`config.mk`:
```
export PLATFORM = sky130hd
export DESIGN_NAME = pc_sequencer
export DESIGN_NICKNAME = d
export VERILOG_FILES = /design/src/rtl/pc_sequencer.sv
export SDC_FILE = /design/constraint.sdc
export NUM_CORES = 1
export LEC_CHECK = 0
export CAP_MARGIN = 15
export CORE_AREA = 2 2 82 84
export CTS_CLUSTER_DIAMETER = 50
export DETAILED_ROUTE_END_ITERATION = 16
export DIE_AREA = 0 0 84 86
export GPL_TIMING_DRIVEN = 0
export PLACE_DENSITY = 0.77
export SLEW_MARGIN = 20
export SYNTH_ARGS = -nofsm -noshare
export SYNTH_HDL_FRONTEND = slang
export SYNTH_SLANG_ARGS = --single-unit
```
`constraint.sdc`:
```
create_clock -name clock -period 2.1 [get_ports clock]
set_input_delay 0.21 -clock clock [delete_from_list [all_inputs] [get_ports clock]]
set_output_delay 0.21 -clock clock [all_outputs]
set_load 0.03 [all_outputs]
```
`src/rtl/pc_sequencer.sv`:
```
// -----------------------------------------------------------------------------
// pc_sequencer
//
// Program-counter sequencer for the pipelined core's instruction fetch.
// It owns the PC register and a four-state FSM: reset entry, normal fetch,
// post-branch flush and halt. It applies the hazard unit's stall, the EX-stage
// branch redirect and an external halt/resume with fixed priority. `pc` feeds
// the ROM address directly, and `flush` squashes the IF/ID latch.
//
// Optional feature macro: PC_SEQ_PERF_EN
//   defined   -> saturating 16-bit stall and branch performance counters
//   undefined -> counter logic is not built; stall_cnt/branch_cnt read as 0
//
// Parameters:
//   PC_WIDTH      width of the PC and the branch target
//   RESET_VECTOR  PC value loaded on reset
//
// Ports:
//   clock         in   single clock, rising edge
//   reset         in   asynchronous, active-low reset
//   stall_enable  in   hazard unit PC hold (1 = hold PC)
//   branch_taken  in   EX-stage branch decision
//   branch_pc     in   branch target, valid with branch_taken
//   halt_req      in   request to stop fetching
//   resume        in   leave HALT
//   pc            out  current fetch address (registered)
//   fetch_valid   out  ROM output at pc is a real instruction
//   flush         out  squash IF/ID contents this cycle
//   state         out  FSM state (debug)
//   stall_cnt     out  stall cycles counted
//   branch_cnt    out  branches accepted
// -----------------------------------------------------------------------------
module pc_sequencer #(
    parameter int                  PC_WIDTH     = 32,
    parameter logic [PC_WIDTH-1:0] RESET_VECTOR = '0
) (
    input  logic                clock,
    input  logic                reset,
    input  logic                stall_enable,
    input  logic                branch_taken,
    input  logic [PC_WIDTH-1:0] branch_pc,
    input  logic                halt_req,
    input  logic                resume,
    output logic [PC_WIDTH-1:0] pc,
    output logic                fetch_valid,
    output logic                flush,
    output logic [1:0]          state,
    output logic [15:0]         stall_cnt,
    output logic [15:0]         branch_cnt
);

    typedef enum logic [1:0] {
        IDLE  = 2'd0,
        RUN   = 2'd1,
        FLUSH = 2'd2,
        HALT  = 2'd3
    } state_e;

    localparam logic [PC_WIDTH-1:0] PC_ONE = PC_WIDTH'(1);

    state_e              state_q, state_d;
    logic [PC_WIDTH-1:0] pc_q, pc_d;

    always_ff @(posedge clock or negedge reset) begin
        if (!reset) begin
            state_q <= IDLE;
            pc_q    <= RESET_VECTOR;
        end else begin
            state_q <= state_d;
            pc_q    <= pc_d;
        end
    end

    always_comb begin
        state_d = state_q;
        pc_d    = pc_q;
        unique case (state_q)
            IDLE: begin
                state_d = RUN;
            end
            RUN: begin
                // A stall also drops a simultaneous branch; the hazard unit
                // keeps the branch asserted until the stall clears.
                if (stall_enable) begin
                    pc_d = pc_q;
                end else if (branch_taken) begin
                    pc_d    = branch_pc;
                    state_d = FLUSH;
                end else if (halt_req) begin
                    state_d = HALT;
                end else begin
                    pc_d = pc_q + PC_ONE;
                end
            end
            FLUSH: begin
                // branch_taken/halt_req here come from the squashed
                // instruction and are deliberately ignored.
                if (!stall_enable) begin
                    pc_d    = pc_q + PC_ONE;
                    state_d = RUN;
                end
            end
            HALT: begin
                // PC is kept so the instruction at pc is fetched first.
                if (resume) begin
                    state_d = RUN;
                end
            end
            default: begin
                state_d = IDLE;
            end
        endcase
    end

    assign pc          = pc_q;
    assign state       = state_q;
    assign flush       = (state_q == FLUSH);
    assign fetch_valid = (state_q == RUN) || (state_q == FLUSH);

`ifdef PC_SEQ_PERF_EN
    logic        stall_event, branch_event;
    logic [15:0] stall_cnt_q, stall_cnt_d;
    logic [15:0] branch_cnt_q, branch_cnt_d;

    assign stall_event  = stall_enable && ((state_q == RUN) || (state_q == FLUSH));
    assign branch_event = (state_q == RUN) && branch_taken && !stall_enable;

    // Counters saturate rather than wrap so a long run never reads as small.
    always_comb begin
        stall_cnt_d  = stall_cnt_q;
        branch_cnt_d = branch_cnt_q;
        if (stall_event && (stall_cnt_q != 16'hFFFF)) begin
            stall_cnt_d = stall_cnt_q + 16'd1;
        end
        if (branch_event && (branch_cnt_q != 16'hFFFF)) begin
            branch_cnt_d = branch_cnt_q + 16'd1;
        end
    end

    always_ff @(posedge clock or negedge reset) begin
        if (!reset) begin
            stall_cnt_q  <= 16'd0;
            branch_cnt_q <= 16'd0;
        end else begin
            stall_cnt_q  <= stall_cnt_d;
            branch_cnt_q <= branch_cnt_d;
        end
    end

    assign stall_cnt  = stall_cnt_q;
    assign branch_cnt = branch_cnt_q;
`else
    assign stall_cnt  = 16'd0;
    assign branch_cnt = 16'd0;
`endif

endmodule
```
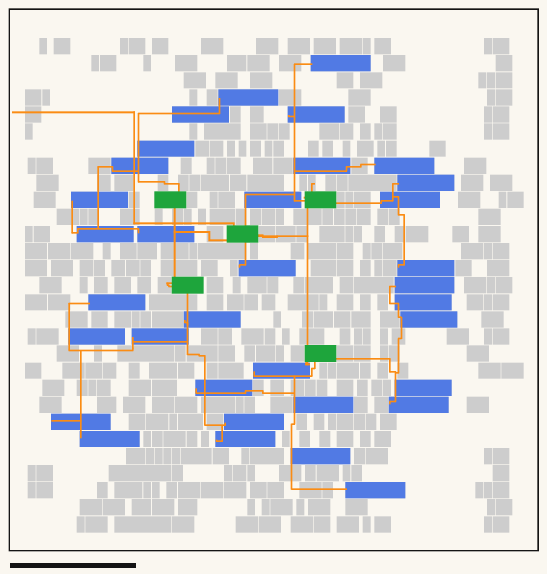
Fig. 1. Routed clock nets over the placement.
Bar = 20 um.
[orange] clock wires | length: 476 um
[green] cells driving clock nets | count: 5
[blue] flip-flops | count: 34
routed clock nets	6
Late-Pin Clk Latency: 290 ps
Clk. pwr: 0.514 mW
clock power share: 9.7%
Worst Skew: 8.73 ps

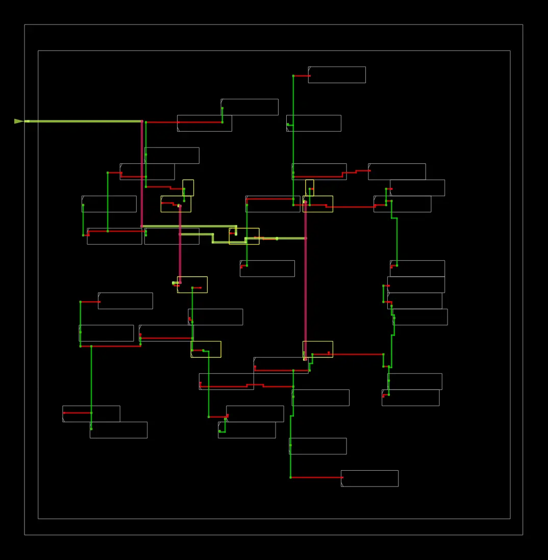
Fig. 2. Clock wiring as the flow saved it.
Inserted Clock Buffers: 5
flip-flop and latch count: 34
Layout clock buffers: 7
clock sinks: 34

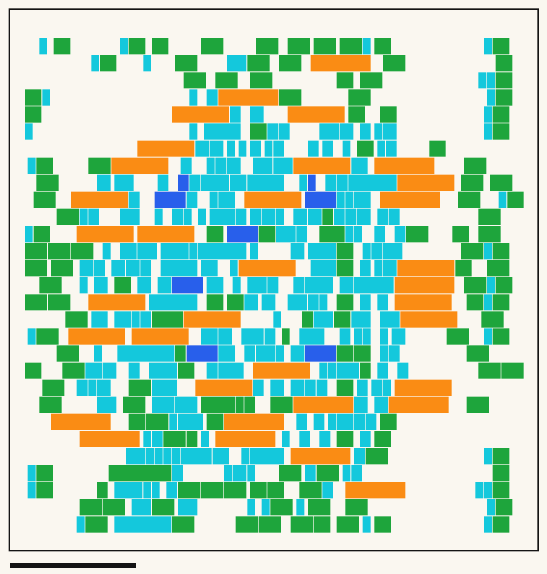
Fig. 3. Placed cells, one colour a class.
Bar = 20 um.
colour	class	cells
orange	flip-flops	34
cyan	all other logic	248
green	other buffers and delay cells	145
blue	clock drivers and dummy loads	8
Finished Core Util: 61.7%
Rows: 29
Seq area share: 22.4%
Design Area, Final: 3870 sq um

==> run_results.csv <==
group,metric,value,unit
outcome,status,"finished, violations left",
outcome,violations,"setup timing",
critical_path,path_cells,"ha_4 -> and3b_2 -> or4_4 -> buf_8 -> nor4_4 -> nand2_1 -> o211ai_1",
job,warnings,31,
clock_network,cts_buffer_depth,2,
logic_synthesis,synth_cells,300,
logic_synthesis,ys_async_sr_fraction,100,%
critical_path,cp_data_arrival_time,2350,ps
final_timing,finalSetupViolCount,1,
final_timing,layout_setup_ws,-45.7,ps
logic_synthesis,netlist_area,2420,sq um
critical_path,worst-setup-path-type,"reg2reg",
critical_path,reg2reg_depth,7,
final_timing,fin_crit,2150,ps
cells_and_area,drive_above_1_share,27.4,%
place,pre_cts_ws,-558,ps
critical_path,crit_slowest_cell,"or4_4",
grt,grt_pass1_vias,2637,
logic_synthesis,synth_seq_share,35.1,%
critical_path,cp_max_fo,5,
floorplan,ioPinCount,106,
logic_synthesis,ys.flops,34,
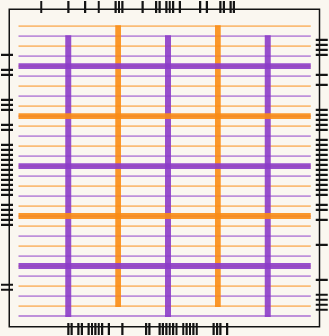
Fig. 4. Floorplan with the power grid.
Pins as bars on the die edge.
colour	net
orange	VDD
purple	VSS
rows	29
met4 straps	5
met1 rails	30
met5 straps	5
core area: 6280 sq um
Worst VDD drop: 0.741 mV
Die H: 86 um
Die Width: 84 um

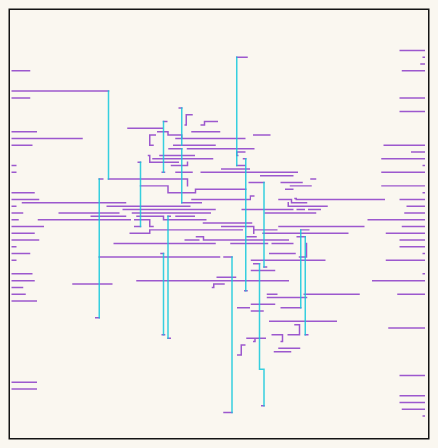
Fig. 5. Signal wires by layer.
Only two layers are drawn.
colour	layer	wire length
cyan	met4	289 um
purple	met3	982 um
total global-route track usage: 22.1%
routed vias: 2,970
total routed wirelength: 8.75 mm
Wirelength per Cell: 17.1 um

==> cells by family (layout without fill, tap and decap cells) <==
kind of cell	after synthesis	count (layout)	share of synthesized area [%]
buffers and inverters	59	163	14.2
AND/OR/NAND/NOR	109	109	24.0
flip-flops	34	34	35.1
adder cells (fa/ha/maj)	4	4	2.07
other	1	32	0.155
multiplexers	1	1	0.413
AND-OR/OR-AND	92	92	24.1
==> power by group <==
part           switching (mW)  internal (mW)  leakage, nW
registers               0.447          0.983        0.374
clock network           0.249          0.265       0.0482
logic                    1.91           1.42         1.20
total                    2.60           2.67         1.62
==> Yosys cell counts (all sizes together), types with 9 or more instances <==
library cell / n
nor2: 21
dfrtp: 34
clkbuf: 16
inv: 10
o22ai: 10
a21oi: 28
nor3: 15
nand3: 9
o21ai: 18
buf: 33
nand2: 27
==> layout make-up <==
class	count	area, sq um	share of cell area, %
well taps	77	96.3	2.49
plain buffers	45	333	8.60
clock inverters	1	5.00	0.129
inverters	10	37.5	0.970
flip-flops and latches	34	867	22.4
repair buffers	100	951	24.6
clock buffers	7	86.3	2.23
multi-input cells	238	1500	38.6
==> state kept, by name (all words and copies together) (netlist names) <==
signal	count
state	2
pc	32
==> timing repair <==
item | 4_1_cts | 5_1_grt
pin swaps | 2 | 6
hold buffers | 1 | 0
setup endpoints to repair | 32 | 30
endpoints found under the hold margin | 14 | 0
gates resized | 21 | 25
buffers inserted | 7 | 18
==> routing by layer <==
metal,track usage (%),share of wire [%],vias to the layer above
met2,36.9,47,243
li1,-,-,1314
met5,0,0,-
met4,10.1,3.3,0
met1,27.9,38,1380
met3,3.75,11,33
==> worst max-delay path: cells and delay by family (launching register included) <==
kind	cells	cell delay, ps
AND-OR/OR-AND	1	210
adder cells (fa/ha/maj)	1	180
AND/OR/NAND/NOR	4	1080
buffers and inverters	1	140
flip-flops	1	460
==> how the worst max path moves through the flow <==
stage / cells after the start / endpoint / start / slack (ps)
finish: 7 / pc[28] / state[0] / -50
global route: 7 / pc[30] / state[0] / -110
CTS: 7 / pc[28] / state[0] / -20
detailed placement: 6 / pc[15] / branch_taken / -560
global placement: 6 / pc[14] / branch_taken / -540
floorplan: 9 / pc[28] / state[0] / -90
==> metrics by stage <==
step	power, mW	TNS, ps	hold WS (ps)	instances
CTS	4.92	-24.1	394	495
global placement	4.16	-9800	493	481
floorplan	3.12	-200	-85.6	331
finish	5.28	-45.7	378	512
global route	5.54	-509	412	512
detailed placement	4.23	-9750	156	482
Power is estimated from default activity; no workload was simulated.
